==> config.mk <==
export PLATFORM = sky130hd
export DESIGN_NAME = cart_bus_if_flat
export DESIGN_NICKNAME = d
export VERILOG_FILES = /design/src/rtl/cart_bus_if_pkg.sv /design/src/rtl/cart_bus_if_if.sv /design/src/rtl/cart_bus_if.sv /design/src/flat_wrapper.sv
export SDC_FILE = /design/constraint.sdc
export NUM_CORES = 1
export LEC_CHECK = 0
export CAP_MARGIN = 10
export CORE_MARGIN = 4
export CORE_UTILIZATION = 43
export CTS_BUF_LIST = sky130_fd_sc_hd__clkbuf_16
export CTS_CLUSTER_DIAMETER = 150
export DETAILED_ROUTE_END_ITERATION = 7
export HOLD_SLACK_MARGIN = 0.06
export PLACE_DENSITY_LB_ADDON = 0.25
export SLEW_MARGIN = 20
export SYNTH_ARGS = -nofsm -noshare
export SYNTH_HDL_FRONTEND = slang
export SYNTH_SLANG_ARGS = --single-unit
==> constraint.sdc <==
create_clock -name clk_8m -period 1.86 [get_ports clk_8m]
set_input_delay 0.186 -clock clk_8m [delete_from_list [all_inputs] [get_ports clk_8m]]
set_output_delay 0.186 -clock clk_8m [all_outputs]
set_load 0.005 [all_outputs]
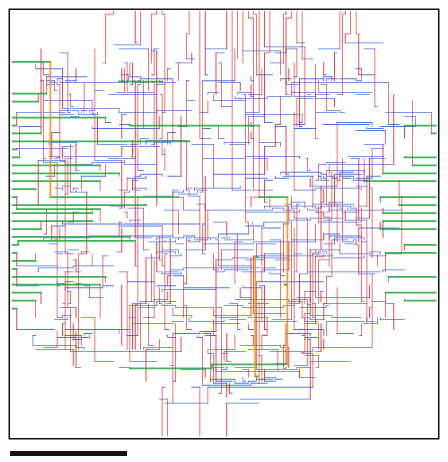
(images/wires.png)
Scale bar: 20 um.
Key: blue = metal 1 [wire length 1,790 um]; green = metal 3 [wire length 479 um]; orange = metal 4 [wire length 72.1 um]; red = metal 2 [wire length 2,110 um]
Avg WL per Cell: 13.7 um
Routed WL: 4.45 mm
all-layer global routing usage: 17.4%
vias: 1,644

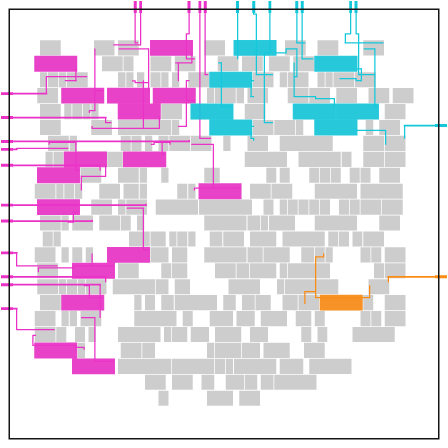
(images/io_fan.png)
Key: magenta = `cart_a` [bits 16, direction output, end cells 16, buffers 16, wire 422 um]; orange = `cart_wr_n` [bits 1, direction output, end cells 1, buffers 1, wire 32.9 um]; cyan = `cart_d_out` [bits 8, direction output, end cells 8, buffers 8, wire 161 um]
Port Buffers: 72
I/O Pins: 73

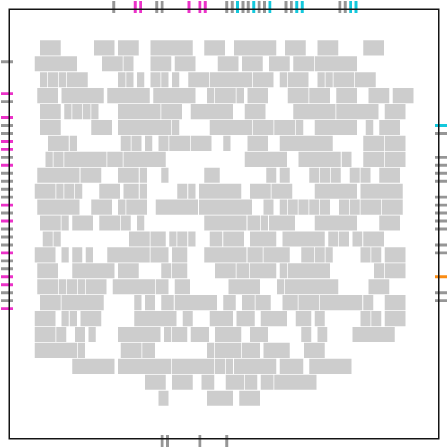
(images/io_placement.png)
Pins as bars across the die edge, other pins in gray.
Key: orange = `cart_wr_n` [pins 1, direction output, edge right]; cyan = `cart_d_out` [pins 8, direction output, edge 7 top, 1 right]; magenta = `cart_a` [pins 16, direction output, edge 11 left, 5 top]
All pins by edge: 28 left, 25 top, 16 right, 4 bottom.
Die Wd: 73.1 um
die height: 73.1 um

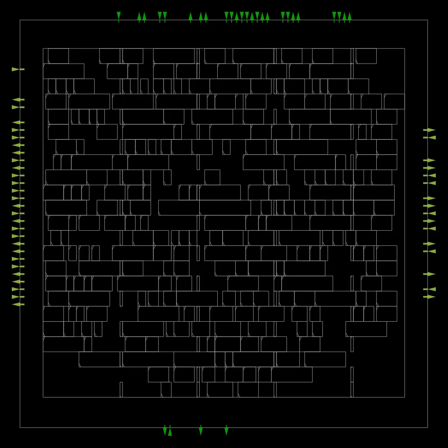
(images/placement.png)
Flops: 44
Layout fillers: 347

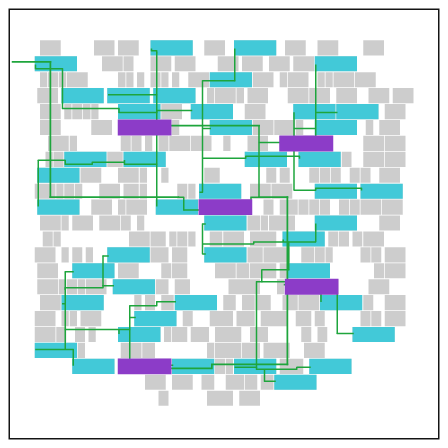
(images/clk_routes.png)
Key: purple = clock drivers [count 5]; cyan = flip-flops [count 44]; green = clock wires [length 532 um]
There are 6 routed clock nets.
clock group power: 814 uW
clk_skew: 4.35 ps
Clock power frac: 27.2%
Latency at later pin: 280 ps

==> impl_metrics.json <==
{
  "top_usage_layer": "met2",
  "final_layout_size_suffix_gt1_share_pct": 4.71,
  "first_iter_violations": 63,
  "cap_violations": 0,
  "grt_use_met3_pct": 9.64,
  "grt_pass1_vias": 1653,
  "fin_nets": 320,
  "yosysSeqAreaShare_pct": 48.3,
  "antenna_found_initial": 0,
  "grt_setup_unrepaired": "false",
  "leakage_uw": 0.00105,
  "dp_hpwl_mm": 3.25,
  "fp_nets": 248,
  "cts_hold_buf": 0,
  "drc": 0,
  "ctsResizeCount": 0,
  "ir_worst_vdd_v": 0.000705,
  "clock_path_buffers": 2,
  "routabilityCongestion": 0.795,
  "final_util_pct": 67.0,
  "cp-end-kind": "flip-flop",
  "post_cts_buffers": 0,
  "cpPeakStageDelay_ps": 400,
  "most-common-layout-cells": "clkdlybuf4s50_1 (71), dfxtp_1 (44), nand2_1 (35)",
  "ctsHtreeMaxLevel": 2,
  "crit_buf_inv": 1,
  "chipArea_um2": 5350,
  "slew_violations": 0,
  "yosys_area_um2": 1820,
  "synthFlopType": "dfxtp_1",
  "period_used_pct": 93.2,
  "use_met2_pct": 28.2,
  "synth_area_per_cell_um2": 8.94,
  "highest_layer": "met4",
  "grt_pass1_wl_mm": 7.18,
  "cp_data_arrival_time_ps": 1960,
  "path_cells": "inv_1 -> ha_1 -> nand4bb_1 -> a211oi_1 -> o32a_1",
  "setup_violations": 0,
  "area_growth_pct": 49.1,
  "critPathLaunchType": "flip-flop",
  "met2_length_mm": 2.11,
  "finalCriticalPeriod_ps": 1730,
  "synth-edff-count": 0,
  "ys_ff": 44,
  "cp_slowest_cell": "nand4bb_1",
  "synth_area_um2": 1820,
  "grt_max_degree": 32,
  "max_slew_margin_pct": 70.3,
  "wl_met3_um": 478,
  "outcome": "finished, final reports clean",
  "path_clk_slew_ps": 60,
  "warnings": 32,
  "crit_family": "AND-OR/OR-AND gates",
  "met1_length_mm": 1.79,
  "synth_cell_type_count": 34,
  "fin_setup_tns_ps": 0,
  "min_path_cells": 2,
  "grt.overflow.total": 0,
  "antenna_cells": 0,
  "lay_top_count": "clkdlybuf4s50_1",
  "crit_fanout": 11,
  "async_flop_share_pct": 0,
  "synthTopCellsByArea": "dfxtp_1 (48%), a21oi_1 (7.7%), nand2_1 (7.2%)",
  "reg2reg_depth": 5,
  "row_count": 23,
  "power_density_nw_per_um2": 1100,
  "cts_tree": "yes",
  "hold_class": "input pin to flip-flop",
  "crit_type": "flip-flop to flip-flop",
  "largest_reg_flops": 16,
  "cts_buffers": 5,
  "use_met1_pct": 18.8,
  "ys_cells": 204,
  "ant_nets": 0,
  "synth_top_area_share_pct": 48.3,
  "cp_num_cells": 5,
  "netlist.top_cell.by_area": "dfxtp_1",
  "core-area_um2": 4060,
  "root_buffer": "clkbuf_16",
  "first_pass_iters": 4,
  "routed_via_density": 5.04,
  "fp_util_pct": 44.9,
  "hold_viol": 0,
  "syn_inst": 204,
  "cp_data_required_time_ps": 2090,
  "ys.warnings.count": 0,
  "cts_sinks": 44,
  "fmax_mhz": 577,
  "worst_pin_slew_ps": 445
}
[through the flow]
stage          hold slack, ps  cells  setup slack (ps)  area [um^2]  total power (uW)
2_1_floorplan             285    204               334         1820              1710
3_3_place_gp              441    319               188         2590              2190
3_5_place_dp              447    319               175         2590              2210
4_1_cts                   293    326               150         2720              3030
5_1_grt                   307    326              10.9         2720              3180
6_report                  299    326               127         2720              3000
[synthesized netlist by cell type, types with 2 or more instances]
cell type	n
dfxtp_1	44
nand2_1	35
a21oi_1	28
mux2i_1	10
nand3_1	10
o21ai_0	9
ha_1	8
nor2_1	8
clkbuf_1	7
inv_1	6
nand2b_1	5
buf_2	3
nor4_1	3
o32a_1	3
nand3b_1	2
nand4bb_1	2
nor2b_1	2
o21bai_1	2
or3b_1	2
[logic make-up (layout without fill, tap and decap cells)]
| logic type | Yosys count | count (layout) | share of synthesized area, % |
|---|---|---|---|
| AND/OR/NAND/NOR | 75 | 75 | 20.6 |
| AND-OR/OR-AND | 48 | 48 | 15.4 |
| flip-flops | 44 | 44 | 48.3 |
| buffers and inverters | 17 | 89 | 3.71 |
| multiplexers | 10 | 10 | 5.49 |
| adder cells (fa/ha/maj) | 8 | 8 | 5.49 |
| XOR/XNOR | 2 | 2 | 0.961 |
[layout make-up]
class | instances | area, um^2
clock buffers | 5 | 125
clock inverters | 2 | 7.51
well taps | 50 | 62.6
multi-input cells | 143 | 875
fillers | 347 | 1340
inverters | 6 | 22.5
repair buffers | 76 | 746
flip-flops and latches | 44 | 881
[where the power goes]
group	internal (uW)	total [uW]	switching, uW
combinational	523	967	444
sequential	1100	1210	111
clock	480	814	334
total	2110	3000	889
Power and IR drop assume default switching activity.
